## src/rtl/cardinal_nic_fifo_if.sv

```systemverilog
// Processor bus and ring-router port of the cardinal NIC, grouped into one bundle.
// slave is the NIC side, master is the processor/router side.
interface cardinal_nic_fifo_if #(
    parameter int PACKET_SIZE = 64
);
    logic                   nicEn;
    logic                   nicWrEn;
    logic [1:0]             addr;
    logic [PACKET_SIZE-1:0] d_in;
    logic [PACKET_SIZE-1:0] d_out;
    logic                   net_si;
    logic                   net_ri;
    logic [PACKET_SIZE-1:0] net_di;
    logic                   net_so;
    logic                   net_ro;
    logic [PACKET_SIZE-1:0] net_do;
    logic                   net_polarity;

    // Handshake: a packet moves on a rising edge where its sender's valid
    // (net_si / net_so) and the receiver's ready (net_ri / net_ro) are both 1.
    modport slave (
        input  nicEn, nicWrEn, addr, d_in, net_si, net_di, net_ro, net_polarity,
        output d_out, net_ri, net_so, net_do
    );

    modport master (
        output nicEn, nicWrEn, addr, d_in, net_si, net_di, net_ro, net_polarity,
        input  d_out, net_ri, net_so, net_do
    );
endinterface

```

## src/rtl/cardinal_nic_fifo.sv

```systemverilog
// Cardinal NIC with DEPTH-entry show-ahead FIFOs per direction and phase-gated injection.
// Define CARDINAL_NIC_OVF_EN to add the sticky output-overflow flag (out-status bit PACKET_SIZE-2).
module cardinal_nic_fifo #(
    parameter int PACKET_SIZE = 64,
    parameter int DEPTH       = 4,
    parameter int VC_BIT      = 0,
    parameter int CNT_W       = $clog2(DEPTH) + 1
) (
    input logic                clk,
    input logic                reset,
    cardinal_nic_fifo_if.slave bus
);
    localparam int PTR_W = $clog2(DEPTH);
    localparam logic [CNT_W-1:0] FULL_CNT = CNT_W'(DEPTH);

    logic [PACKET_SIZE-1:0] out_mem_q [DEPTH];
    logic [PACKET_SIZE-1:0] in_mem_q  [DEPTH];
    logic [PTR_W-1:0]       out_wr_q, out_wr_d, out_rd_q, out_rd_d;
    logic [PTR_W-1:0]       in_wr_q, in_wr_d, in_rd_q, in_rd_d;
    logic [CNT_W-1:0]       out_cnt_q, out_cnt_d, in_cnt_q, in_cnt_d;

    logic [PACKET_SIZE-1:0] out_head, in_head;
    logic                   out_push, out_pop, in_push, in_pop;
    logic                   wr_out_data, rd_out_stat;
    logic                   net_so_w, net_ri_w;
    logic [PACKET_SIZE-1:0] d_out_w;
    logic                   ovf_flag;

    assign out_head = out_mem_q[out_rd_q];
    assign in_head  = in_mem_q[in_rd_q];

    assign wr_out_data = bus.nicEn && bus.nicWrEn && (bus.addr == 2'b10);
    assign rd_out_stat = bus.nicEn && !bus.nicWrEn && (bus.addr == 2'b11);

    // Full is judged on the registered count only, so a same-cycle pop never
    // opens a slot; net_ri thereby stays independent of the processor bus.
    assign out_push = wr_out_data && (out_cnt_q != FULL_CNT);
    assign net_so_w = !reset && (out_cnt_q != '0) && bus.net_ro
                      && (out_head[VC_BIT] != bus.net_polarity);
    assign out_pop  = net_so_w;

    assign net_ri_w = !reset && (in_cnt_q != FULL_CNT);
    assign in_push  = bus.net_si && net_ri_w;
    assign in_pop   = bus.nicEn && !bus.nicWrEn && (bus.addr == 2'b00) && (in_cnt_q != '0);

    always_comb begin
        out_wr_d  = out_push ? out_wr_q + PTR_W'(1) : out_wr_q;
        out_rd_d  = out_pop  ? out_rd_q + PTR_W'(1) : out_rd_q;
        in_wr_d   = in_push  ? in_wr_q + PTR_W'(1)  : in_wr_q;
        in_rd_d   = in_pop   ? in_rd_q + PTR_W'(1)  : in_rd_q;
        out_cnt_d = out_cnt_q;
        if (out_push && !out_pop)      out_cnt_d = out_cnt_q + CNT_W'(1);
        else if (!out_push && out_pop) out_cnt_d = out_cnt_q - CNT_W'(1);
        in_cnt_d = in_cnt_q;
        if (in_push && !in_pop)        in_cnt_d = in_cnt_q + CNT_W'(1);
        else if (!in_push && in_pop)   in_cnt_d = in_cnt_q - CNT_W'(1);
    end

    always_ff @(posedge clk) begin
        if (reset) begin
            out_wr_q  <= '0;
            out_rd_q  <= '0;
            out_cnt_q <= '0;
            in_wr_q   <= '0;
            in_rd_q   <= '0;
            in_cnt_q  <= '0;
        end else begin
            out_wr_q  <= out_wr_d;
            out_rd_q  <= out_rd_d;
            out_cnt_q <= out_cnt_d;
            in_wr_q   <= in_wr_d;
            in_rd_q   <= in_rd_d;
            in_cnt_q  <= in_cnt_d;
        end
    end

    // Storage needs no reset: an entry is only visible once its count covers it.
    always_ff @(posedge clk) begin
        if (!reset && out_push) out_mem_q[out_wr_q] <= bus.d_in;
        if (!reset && in_push)  in_mem_q[in_wr_q]   <= bus.net_di;
    end

`ifdef CARDINAL_NIC_OVF_EN
    logic out_ovf_q, out_ovf_d;

    always_comb begin
        out_ovf_d = out_ovf_q;
        if (wr_out_data && (out_cnt_q == FULL_CNT)) out_ovf_d = 1'b1;
        else if (rd_out_stat)                       out_ovf_d = 1'b0;
    end

    always_ff @(posedge clk) begin
        if (reset) out_ovf_q <= 1'b0;
        else       out_ovf_q <= out_ovf_d;
    end

    assign ovf_flag = out_ovf_q;
`else
    assign ovf_flag = 1'b0;
`endif

    always_comb begin
        d_out_w = '0;
        if (bus.nicEn && !bus.nicWrEn) begin
            case (bus.addr)
                2'b00: if (in_cnt_q != '0) d_out_w = in_head;
                2'b01: begin
                    d_out_w[PACKET_SIZE-1] = (in_cnt_q != '0);
                    d_out_w[CNT_W-1:0]     = in_cnt_q;
                end
                2'b11: begin
                    d_out_w[PACKET_SIZE-1] = (out_cnt_q == FULL_CNT);
                    d_out_w[PACKET_SIZE-2] = ovf_flag;
                    d_out_w[CNT_W-1:0]     = out_cnt_q;
                end
                default: d_out_w = '0;
            endcase
        end
    end

    assign bus.d_out  = d_out_w;
    assign bus.net_so = net_so_w;
    assign bus.net_ri = net_ri_w;
    assign bus.net_do = net_so_w ? out_head : '0;
endmodule

```

## src/flat_wrapper.sv

```systemverilog
// flat-port wrapper written by rule: the top's interface ports become plain ports
module cardinal_nic_fifo_flat 
#(
    parameter int PACKET_SIZE = 64,
    parameter int DEPTH       = 4,
    parameter int VC_BIT      = 0,
    parameter int CNT_W       = $clog2(DEPTH) + 1
)
  (clk, reset, bus_nicEn, bus_nicWrEn, bus_addr, bus_d_in, bus_net_si, bus_net_di, bus_net_ro, bus_net_polarity, bus_d_out, bus_net_ri, bus_net_so, bus_net_do);
  cardinal_nic_fifo_if #(.PACKET_SIZE(PACKET_SIZE)) bus_i ();
  input logic clk;
  input logic reset;
  input wire logic [$bits(bus_i.nicEn)-1:0] bus_nicEn;
  input wire logic [$bits(bus_i.nicWrEn)-1:0] bus_nicWrEn;
  input wire logic [$bits(bus_i.addr)-1:0] bus_addr;
  input wire logic [$bits(bus_i.d_in)-1:0] bus_d_in;
  input wire logic [$bits(bus_i.net_si)-1:0] bus_net_si;
  input wire logic [$bits(bus_i.net_di)-1:0] bus_net_di;
  input wire logic [$bits(bus_i.net_ro)-1:0] bus_net_ro;
  input wire logic [$bits(bus_i.net_polarity)-1:0] bus_net_polarity;
  output wire logic [$bits(bus_i.d_out)-1:0] bus_d_out;
  output wire logic [$bits(bus_i.net_ri)-1:0] bus_net_ri;
  output wire logic [$bits(bus_i.net_so)-1:0] bus_net_so;
  output wire logic [$bits(bus_i.net_do)-1:0] bus_net_do;
  assign bus_i.nicEn = bus_nicEn;
  assign bus_i.nicWrEn = bus_nicWrEn;
  assign bus_i.addr = bus_addr;
  assign bus_i.d_in = bus_d_in;
  assign bus_i.net_si = bus_net_si;
  assign bus_i.net_di = bus_net_di;
  assign bus_i.net_ro = bus_net_ro;
  assign bus_i.net_polarity = bus_net_polarity;
  assign bus_d_out = bus_i.d_out;
  assign bus_net_ri = bus_i.net_ri;
  assign bus_net_so = bus_i.net_so;
  assign bus_net_do = bus_i.net_do;
  cardinal_nic_fifo #(.PACKET_SIZE(PACKET_SIZE), .DEPTH(DEPTH), .VC_BIT(VC_BIT), .CNT_W(CNT_W)) u_core (.clk(clk), .reset(reset), .bus(bus_i));
endmodule
```

## config.mk

```make
export PLATFORM = sky130hd
export DESIGN_NAME = cardinal_nic_fifo_flat
export DESIGN_NICKNAME = d
export VERILOG_FILES = /design/src/rtl/cardinal_nic_fifo_if.sv /design/src/rtl/cardinal_nic_fifo.sv /design/src/flat_wrapper.sv
export SDC_FILE = /design/constraint.sdc
export NUM_CORES = 1
export LEC_CHECK = 0
export CORE_ASPECT_RATIO = 0.7
export CORE_MARGIN = 2
export CORE_UTILIZATION = 50
export DETAILED_ROUTE_END_ITERATION = 7
export GPL_ROUTABILITY_DRIVEN = 1
export MAX_ROUTING_LAYER = met4
export PLACE_DENSITY = 0.76
export SETUP_SLACK_MARGIN = 0.02
export SLEW_MARGIN = 20
export SYNTH_ARGS = -nofsm -noshare
export SYNTH_HDL_FRONTEND = slang
export SYNTH_SLANG_ARGS = --single-unit
```

## constraint.sdc

```tcl
create_clock -name clk -period 3.16 [get_ports clk]
set_input_delay 0.632 -clock clk [delete_from_list [all_inputs] [get_ports clk]]
set_output_delay 0.632 -clock clk [all_outputs]
set_load 0.03 [all_outputs]
```

==> images/placement_by_type.png <==
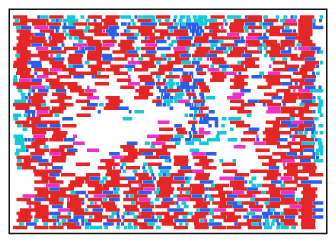
sequential cells -> red  # cells 530
remaining buffers and delay cells -> cyan  # cells 307
combinational and other logic -> blue  # cells 348
clock drivers and dummy loads -> magenta  # cells 89

==> images/clk_routes.png <==
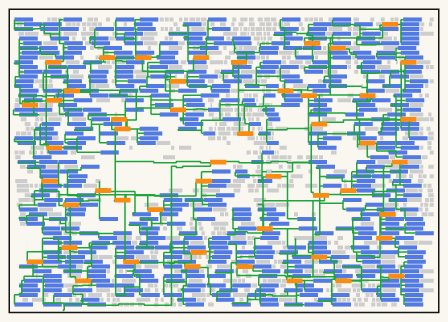
clock drivers -> orange  # count 49
flip-flops -> blue  # count 530
clock wires -> green  # length 5,650 um
flops lie = widely spread

==> images/io_placement.png <==
Pins as bars across the die edge, other pins in gray.
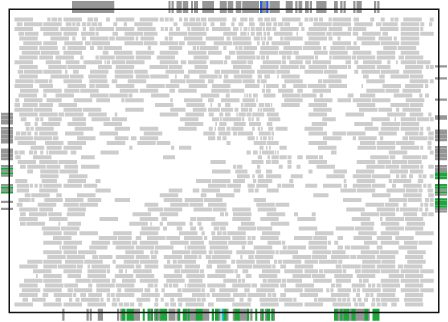
bus_addr -> blue  # pins 2, direction input, edge top
bus_net_polarity -> cyan  # pins 1, direction input, edge bottom
bus_net_do -> green  # pins 64, direction output, edge 50 bottom, 10 right, 4 left
all pins by edge = 105 bottom, 101 top, 33 right, 28 left

==> images/wires.png <==
Only two layers are drawn.
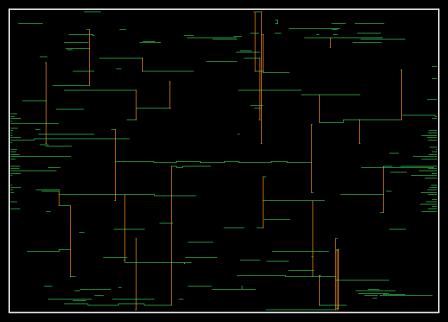
metal 4 -> orange  # wire length 859 um
metal 3 -> green  # wire length 2,290 um

==> images/congestion.png <==
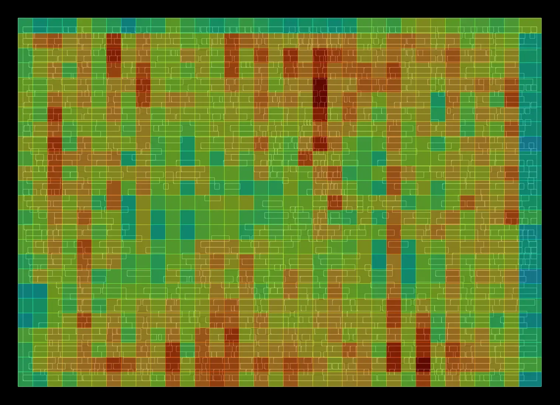
post-layout util: 63.6%
M3 GR Usage: 3.63%
M2 GR Usage: 33.1%
Top Usage Layer GRT: met2

==> results.sh <==
# flow metrics
export IMPL_drv_slew=0
export IMPL_yosysCellCount=929
export IMPL_wl_met3_um=2290
export IMPL_grt_first_pass_wirelength_um=64100
export IMPL_critPathMaxFanout=60
export IMPL_top_layer="met4"
export IMPL_die_h_um=173
export IMPL_clk_pin_slew_worst_paths_ps=70
export IMPL_finalInstanceArea_um2=25400
export IMPL_dr_wl_met2_um=21400
export IMPL_p_comb_share_pct=5.9
export IMPL_grt_total_usage_pct=20.7
export IMPL_synth_main_ff_cell="edfxtp_1"
export IMPL_post_synth_instance_area_um2=20300
export IMPL_place_port_buffers=266
export IMPL_avgSynthCellArea_um2=21.9
export IMPL_start_kind="primary input"
export IMPL_io_pins=267
export IMPL_ys_warnings_count=0
export IMPL_min_from="u_core.out_rd_q[1]"
export IMPL_viasPerCell=5.53
export IMPL_finalCritPeriodShare_pct=96.2
export IMPL_ys_flops=530
export IMPL_path_class="primary input to output port"
export IMPL_ant_nets=0
export IMPL_worst_pin_slew_ps=462
export IMPL_hold_depth=1
export IMPL_p_int_w=0.0118
export IMPL_postSynth_asyncResetShare_pct=0
export IMPL_fin_skew_ps=13.0
export IMPL_cp_slowest_cell="clkdlybuf4s50_1"
export IMPL_status="complete, no violations"
export IMPL_wirelength_um=42000
export IMPL_ys_area_um2=20300
export IMPL_cp_arrival_ps=2410
export IMPL_max_slew_margin_rel_pct=69.2
export IMPL_path_delay_family="buffers and inverters"
export IMPL_initialDrtViolationCount=714
export IMPL_clock_latency_ps=550
export IMPL_drc=0
export IMPL_cts_root_buffer="clkbuf_16"
## cell type report
| cell class | instances | share of cell area [%] |
|---|---|---|
| clock inverters | 31 | 1.44 |
| repair buffers | 307 | 11.6 |
| flip-flops and latches | 530 | 62.1 |
| well taps | 535 | 2.64 |
| multi-input cells | 340 | 17.2 |
| clock buffers | 58 | 4.97 |
| inverters | 8 | 0.118 |
| diodes | 2 | 0.0197 |
## sequential cells by signal, indices dropped and copies added, names as in the netlist, named ones only
name,cells
u_core.out_mem_q,256
u_core.out_wr_q,2
u_core.in_mem_q,256
u_core.in_wr_q,2
u_core.in_rd_q,2
u_core.out_rd_q,2
u_core.out_cnt_q,3
u_core.in_cnt_q,3
## power by group through the flow
stage	clock, W	sequential [W]	combinational, W
after global routing	0.00639	0.00789	0.000935
final	0.00596	0.00789	0.000864
after CTS	0.00612	0.00789	0.000870
after global placement	0	0.00803	0.000843
after floorplan	0	0.00802	0.000441
after detailed placement	0	0.00804	0.000864
## cell families after synthesis
group | Yosys count | synth area share, %
fa+ha+maj | 12 | 0.812
compound gates | 14 | 0.431
xor+xnor | 9 | 0.388
simple gates | 169 | 4.97
mux | 136 | 14.6
flops | 530 | 77.4
buf+inv | 59 | 1.43
## worst max path at each step
stage	to	slack [ps]	depth (start not counted)
6_report	bus_d_out[39]	120	6
3_5_place_dp	bus_d_out[1]	20	5
4_1_cts	bus_net_so	9	7
2_1_floorplan	u_core.in_cnt_q[2]	400	10
3_3_place_gp	bus_d_out[1]	90	5
5_1_grt	bus_net_do[21]	40	5
## what timing repair did
action                     in CTS  in global routing
hold endpoints to repair        0                  0
setup endpoints to repair      26                 25
pin swaps                       1                  1
setup buffers                   1                  6
gates resized                   5                  4
Power is estimated from default activity; no workload was simulated.
